==> config.mk <==
export PLATFORM = sky130hd
export DESIGN_NAME = fifo_serial_tx
export DESIGN_NICKNAME = d
export VERILOG_FILES = /design/src/rtl/fifo_serial_tx.sv
export SDC_FILE = /design/constraint.sdc
export NUM_CORES = 1
export LEC_CHECK = 0
export ABC_AREA = 1
export CAP_MARGIN = 30
export CORE_MARGIN = 2
export CORE_UTILIZATION = 52
export CTS_CLUSTER_SIZE = 20
export DETAILED_ROUTE_END_ITERATION = 8
export GPL_ROUTABILITY_DRIVEN = 0
export PLACE_DENSITY = 0.87
export SLEW_MARGIN = 10
export SYNTH_ARGS = -nofsm -noshare
export SYNTH_HDL_FRONTEND = slang
export SYNTH_SLANG_ARGS = --single-unit
export TNS_END_PERCENT = 5
==> constraint.sdc <==
create_clock -name clk_i -period 1.8 [get_ports clk_i]
set_clock_uncertainty 0.05 [all_clocks]
set_input_delay 0.36 -clock clk_i [delete_from_list [all_inputs] [get_ports clk_i]]
set_output_delay 0.36 -clock clk_i [all_outputs]
set_load 0.03 [all_outputs]
Figure 1. Routing congestion map (run 1).
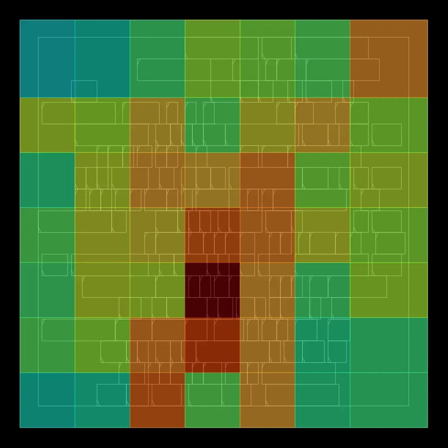
GRT busiest layer: met2
total track usage: 0.202
GR Util met2: 0.342

Figure 2. Routed metal, one color a layer (run 1).
Only two layers are drawn.
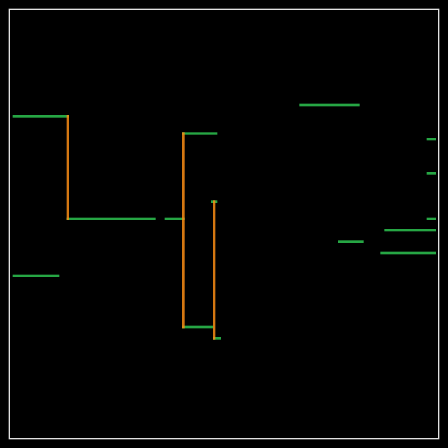
M4 -> orange  # wire length 51.7 um
M3 -> green  # wire length 56.7 um
WL/cell: 11.9 um
final WL: 2.30 mm
vias post-DR: 981

Figure 3. Clock distribution (run 1).
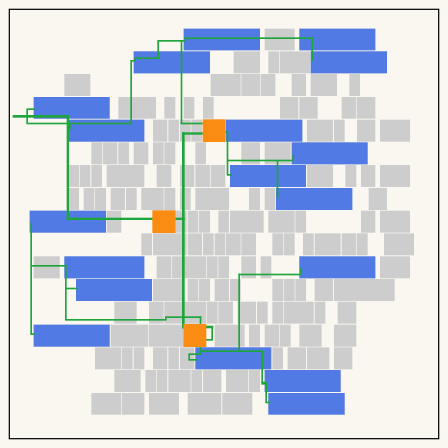
clock wires -> green  # length 235 um
clock-net drivers -> orange  # count 3
flip-flops -> blue  # count 18
routed clock nets = 4
worst-skew pair later-pin latency: 0.30 ns
clock-net power: 0.000257 W
Clock power frac: 0.097

==> qor.txt, run 1 <==
Io pins -> 15
Minimum clock period -> 1.71 ns
Die Ht -> 51.1 um
Startpoint Class -> flip-flop
Critical path buffers and inverters -> 2
Nets -> 181
Hold Path Class -> input pin to async pin
Number of enable flip-flop cells -> 0
Clk root buf -> clkbuf_4
Number of CTS-inserted buffers -> 3
Antenna violations before repair -> 0
Crit-path max cell delay -> 0.40 ns
Clk pin slew, worst setup/hold paths -> 0.11 ns
Crit-path cells -> nor2_2, nand2_2, buf_6, nor2_1, buf_4
Distinct cells, synth -> 26
Synth-to-layout area growth -> 19.9%
Cells after Synth -> 143
Synth Warn # -> 0
Routed Antenna Nets -> 0
Log Warnings -> 27
Vias in the first global route -> 974
DRC errors left -> 0
Hold WS -> 0.388 ns
Number of gates on the worst path with buffers counted -> 5
P per Cell Area -> 1900 nW/um^2
RSZ-0062 raised after global routing -> no
Area leader, netlist -> dfrtp_1
Count of clock tree sinks -> 18
DIE AREA -> 2610 um^2
Top cell area share -> 0.368
Max Freq -> 584 MHz
Post-CTS Setup Bufs -> 0
Register area share after synthesis -> 0.391
Mapped Avg Cell Area -> 8.08 um^2
Final Max Tran Viols -> 0
I/O Buffers -> 14
Critical path class -> flip-flop to output pin
DIE WIDTH -> 51.1 um
Slew HR -> 0.801
Worst Path Arrival -> 1.30 ns
Power, Total -> 0.00264 W
P_leak -> 0.683 nW
Clk buf depth -> 2
Share of cells above drive strength 1 -> 0.273
GRT overflow -> 0
Worst Path Max Fanout -> 6
DRT Pass-1 Iters -> 4
Dominant register cell -> dfrtp_1
Worst EP required -> 1.39 ns
Yosys cell count -> 143
Post-synth area from yosys stat -> 1150 um^2
Outcome -> finished, final reports clean
Maximum vdd drop -> 0.00128 V
Worst r2r path cells -> 6
Top area cell types -> dfrtp_1 37%, nand2_1 12%, nand3_1 5.6%
Core box area -> 2150 um^2
# setup viols final -> 0
Pre-Place Util -> 0.538
Cell Area, Synth -> 1150 um^2
CTS H-tree depth -> 1
Fraction of registers with async set/reset -> 1.00
Rows -> 17
Post-DP HPWL -> 1.66 mm
Most frequent cells in the layout -> 36 x nand2_1, 17 x dfrtp_1, 13 x nand3_1
Syn nets -> 158
CP Capture Type -> output pin
Global-route wire length before repair -> 3.98 mm
Vias per cell -> 5.08
Tcrit/Tclk final -> 0.952
Pin count of the biggest net entering global routing -> 19
Most frequent logic cell in the layout -> nand2_1
Cts hold-fix bufs -> 0
Synth Register Bits -> 18
Reg2reg setup slack -> 0.26 ns
Final hold vios -> 0
DRT iter0 DRCs -> 16
## run 1: where the power goes
part	total, W	switching, W	internal, W
Combinational	0.00170	0.00106	0.000636
Clock	0.000257	0.000133	0.000124
Sequential	0.000684	0.0000984	0.000585
Total	0.00264	0.00129	0.00135
## run 1: routing by layer
metal,part of all wire,vias to the layer above,track usage,routed length (um)
met1,0.47,455,0.241,1090
met4,0.022,0,0.122,51
li1,-,503,-,-
met2,0.48,16,0.342,1100
met3,0.024,7,0.0292,56
met5,0,-,0,0
## run 1: final cells by class
| cell class | count | area (um^2) |
|---|---|---|
| Clock buffer | 4 | 36.3 |
| Fill cell | 172 | 763 |
| Inverter | 14 | 55.1 |
| Sequential cell | 18 | 452 |
| Multi-Input combinational cell | 109 | 623 |
| Tap cell | 28 | 35.0 |
| Timing Repair Buffer | 20 | 184 |
## run 1: kinds of logic after synthesis
| logic type | synth area share |
|---|---|
| adder cells (fa/ha/maj) | 0.0325 |
| AND-OR/OR-AND | 0.121 |
| XOR/XNOR | 0.00759 |
| flip-flops | 0.391 |
| buffers and inverters | 0.0693 |
| AND/OR/NAND/NOR | 0.378 |
## run 1: timing repair
action,in CTS,in global routing
gates resized,2,1
pin swaps,0,1
endpoints found under the setup margin,2,1
## run 1: through the flow
step	util	setup slack, ns	cell area [um^2]	cells
global route	0.645	0.00401	1390	193
finish	0.645	0.0864	1390	193
CTS	0.643	0.0614	1380	193
detailed placement	0.627	0.0689	1350	189
floorplan	-	0.0627	1150	143
global placement	0.627	0.107	1350	189
## run 1: cell usage after synthesis (3+ instances only)
master and n:
nand3_2 3, nor2_1 12, or2_2 6, inv_2 4
dfrtp_1 17, nand3_1 13, nand2_2 4, o21ai_0 9
nand2_1 36, inv_1 9, ha_1 3, o21ai_2 7
nand2_4 4
--- run 2 (diff from run 1) ---
CORE_UTILIZATION = 30   (was 52)
PLACE_DENSITY = 0.6   (was 0.87)
Figure 4. Pin placement (run 2).
Pins as bars across the die edge, other pins in gray.
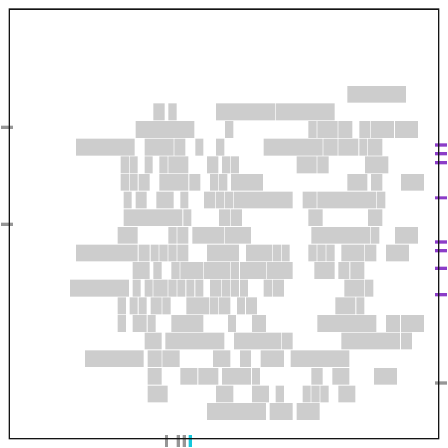
fifo_pop_o -> cyan  # pins 1, direction output, edge south
fifo_dout_i -> purple  # pins 8, direction input, edge east
all pins by edge = 9 east, 4 south, 2 west
DIE WIDTH: 66.0 um
I/O Buffers: 14

Figure 5. Routed metal, one color a layer (run 2).
Only two layers are drawn.
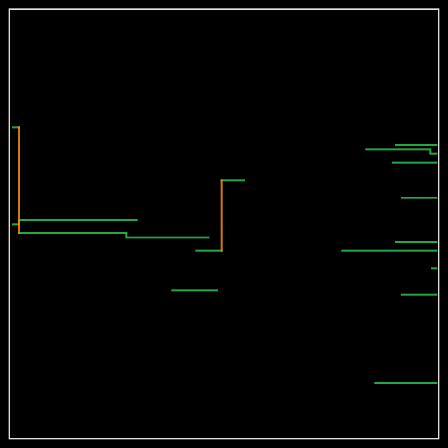
total track usage: 0.126
WL/cell: 11.3 um

Figure 6. Routing congestion map (run 2).
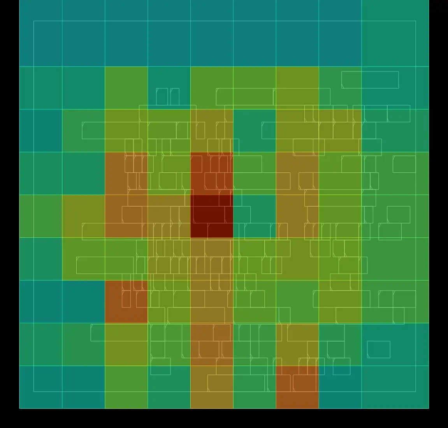
GR Util met2: 0.201
GR Layer Usage met1: 0.176
fin util: 0.388

==> run 2 against run 1 <==
Via count increased by 0.51%. Synthesized cell count unchanged. First-iteration DRC count increased to 3.1 times the previous value. Design area increased by 3.4%. Sequential share of layout area decreased by 1.1 points. Utilization decreased by 26 points.
==> qor.txt, run 2 <==
Clk pin slew, worst setup/hold paths -> 0.07 ns (-0.04 ns)
Most frequent cells in the layout -> 36 x nand2_1, 17 x dfrtp_1, 13 x nand3_1
DRT iter0 DRCs -> 49 (+33)
DRT Pass-1 Iters -> 4 (unchanged)
Area leader, netlist -> dfrtp_1
Vias per cell -> 4.61 (-9.4%)
Final WL -> 2.41 mm (+5.1%)
Worst r2r path cells -> 6 (unchanged)
DRC errors left -> 0 (unchanged)
Internal -> 0.00140 W (+4.4%)
Post-DP HPWL -> 1.82 mm (+9.2%)
Startpoint Class -> input pin
Clock power frac -> 0.125 (+0.028)
Layout Cells excl Fill -> 214 (+11%)
Global-route wire length before repair -> 4.28 mm (+7.5%)
Register share of total power -> 0.254 (-0.005)
Post-synth area from yosys stat -> 1150 um^2 (unchanged)
Worst Path Arrival -> 1.27 ns (-0.03 ns)
Syn nets -> 158 (unchanged)
Slowest-stage cell, CP -> clkdlybuf4s50_1
Net Sw Frac -> 0.478 (-0.0119)
Count of clock tree sinks -> 18 (unchanged)
Distinct cells, synth -> 26 (unchanged)
Critical path buffers and inverters -> 2 (unchanged)
Clk root buf -> clkbuf_8
# resized after CTS -> 2 (unchanged)
GRT overflow -> 0 (unchanged)
Top post-synthesis cells by count -> 36 x nand2_1, 17 x dfrtp_1, 13 x nand3_1
DIE AREA -> 4360 um^2 (+67%)
Core box area -> 3690 um^2 (+72%)
Routed Antenna Nets -> 0 (unchanged)
Max Freq -> 596 MHz (+2.1%)
Most frequent logic cell in the layout -> nand2_1
P_leak -> 0.695 nW (+1.7%)
Slew HR -> 0.792 (-0.00963)
Pin count of the biggest net entering global routing -> 19 (unchanged)
Minimum clock period -> 1.68 ns (-0.0357 ns)
Final hold vios -> 0 (unchanged)
Maximum vdd drop -> 0.000580 V (-55%)
Dominant register cell -> dfrtp_1
Crit-path max cell delay -> 0.48 ns (+0.08 ns)
# setup viols final -> 0 (unchanged)
Tcrit/Tclk final -> 0.932 (-0.0198)
Post-CTS Setup Bufs -> 0 (unchanged)
Clk buf depth -> 2 (unchanged)
Worst EP required -> 1.39 ns (about the same)
Crit-path cells -> clkdlybuf4s50_1, nand3_1, nor2_1, buf_4
Mapped Avg Cell Area -> 8.08 um^2 (unchanged)
Outcome -> finished, final reports clean
CTS H-tree depth -> 1 (unchanged)
Hold Path Class -> flip-flop to flip-flop
Number of gates on the worst path with buffers counted -> 4 (-1)
Io pins -> 15 (unchanged)
Pre-Place Util -> 0.313 (-0.224)
Final Max Tran Viols -> 0 (unchanged)
CP Capture Type -> output pin
Antenna violations before repair -> 0 (unchanged)
Nets -> 182 (+0.55%)
Reg2reg setup slack -> 0.19 ns (-0.07 ns)
Placed Cells -> 210 (+11%)
Number of enable flip-flop cells -> 0 (unchanged)
Combinational power share -> 0.621 (-0.022)
Vias in the first global route -> 988 (+1.4%)
Register area share after synthesis -> 0.391 (unchanged)
Psw -> 0.00129 W (-0.46%)
Top area cell types -> dfrtp_1 37%, nand2_1 12%, nand3_1 5.6%
Log Warnings -> 27 (unchanged)
Cts hold-fix bufs -> 0 (unchanged)
Synth-to-layout area growth -> 24.1%
Synth Warn # -> 0 (unchanged)
Fraction of registers with async set/reset -> 1.00 (unchanged)
Share of cells above drive strength 1 -> 0.277 (+0.00438)
Critical path class -> input pin to output pin
Worst-skew pair later-pin latency -> 0.25 ns (-0.05 ns)
Cell Area, Synth -> 1150 um^2 (unchanged)
Number of CTS-inserted buffers -> 3 (unchanged)
Rows -> 22 (+5)
Yosys cell count -> 143 (unchanged)
Top cell area share -> 0.368 (unchanged)
Synth Register Bits -> 18 (unchanged)
-- run 2: cell counts after synthesis --
Identical to the previous run, type by type.
-- run 2: power by group through the flow --
stage,Clock [W],Sequential (W),Combinational [W]
4_1_cts,0.000350,0.000685,0.00169
6_report,0.000335,0.000683,0.00167
2_1_floorplan,0,0.000709,0.00135
3_5_place_dp,0,0.000691,0.00170
3_3_place_gp,0,0.000691,0.00166
5_1_grt,0.000355,0.000708,0.00189
-- run 2: per-layer routing --
layer  vias to the layer above  part of all wire  GRT usage
li1                        509                 -          -
met1                       456              0.51      0.176
met2                        17              0.42      0.201
met3                         4             0.054     0.0273
met4                         0             0.011     0.0230
met5                         -                 0          0
-- run 2: cells by family after synthesis --
logic type,after synthesis,synth area share
adder cells (fa/ha/maj),3,0.0325
XOR/XNOR,1,0.00759
AND-OR/OR-AND,21,0.121
AND/OR/NAND/NOR,84,0.378
flip-flops,18,0.391
buffers and inverters,16,0.0693
-- run 2: layout make-up --
cell class,instances,area (um^2)
clock buffers,4,55.1
fillers,387,2260
inverters,14,55.1
multi-input cells,109,623
flip-flops and latches,18,452
well taps,48,60.1
repair buffers,21,188
-- run 2: worst min-delay path: stages, from the launching register on --
cell and delay (ns):
dfrtp_1 0.33, nand2_1 0.06, o21ai_2 0.05
-- run 2: stage by stage --
stage	setup slack (ns)	utilization	power (W)	hold WS (ns)	cell area, um^2
finish	0.122	0.388	0.00269	0.426	1430
global route	0.0520	0.388	0.00295	0.461	1430
CTS	0.108	0.388	0.00273	0.432	1430
detailed placement	0.0697	0.374	0.00239	0.415	1380
global placement	0.0930	0.374	0.00235	0.411	1380
floorplan	0.0627	-	0.00206	0.0144	1150
Power and IR drop assume default switching activity.
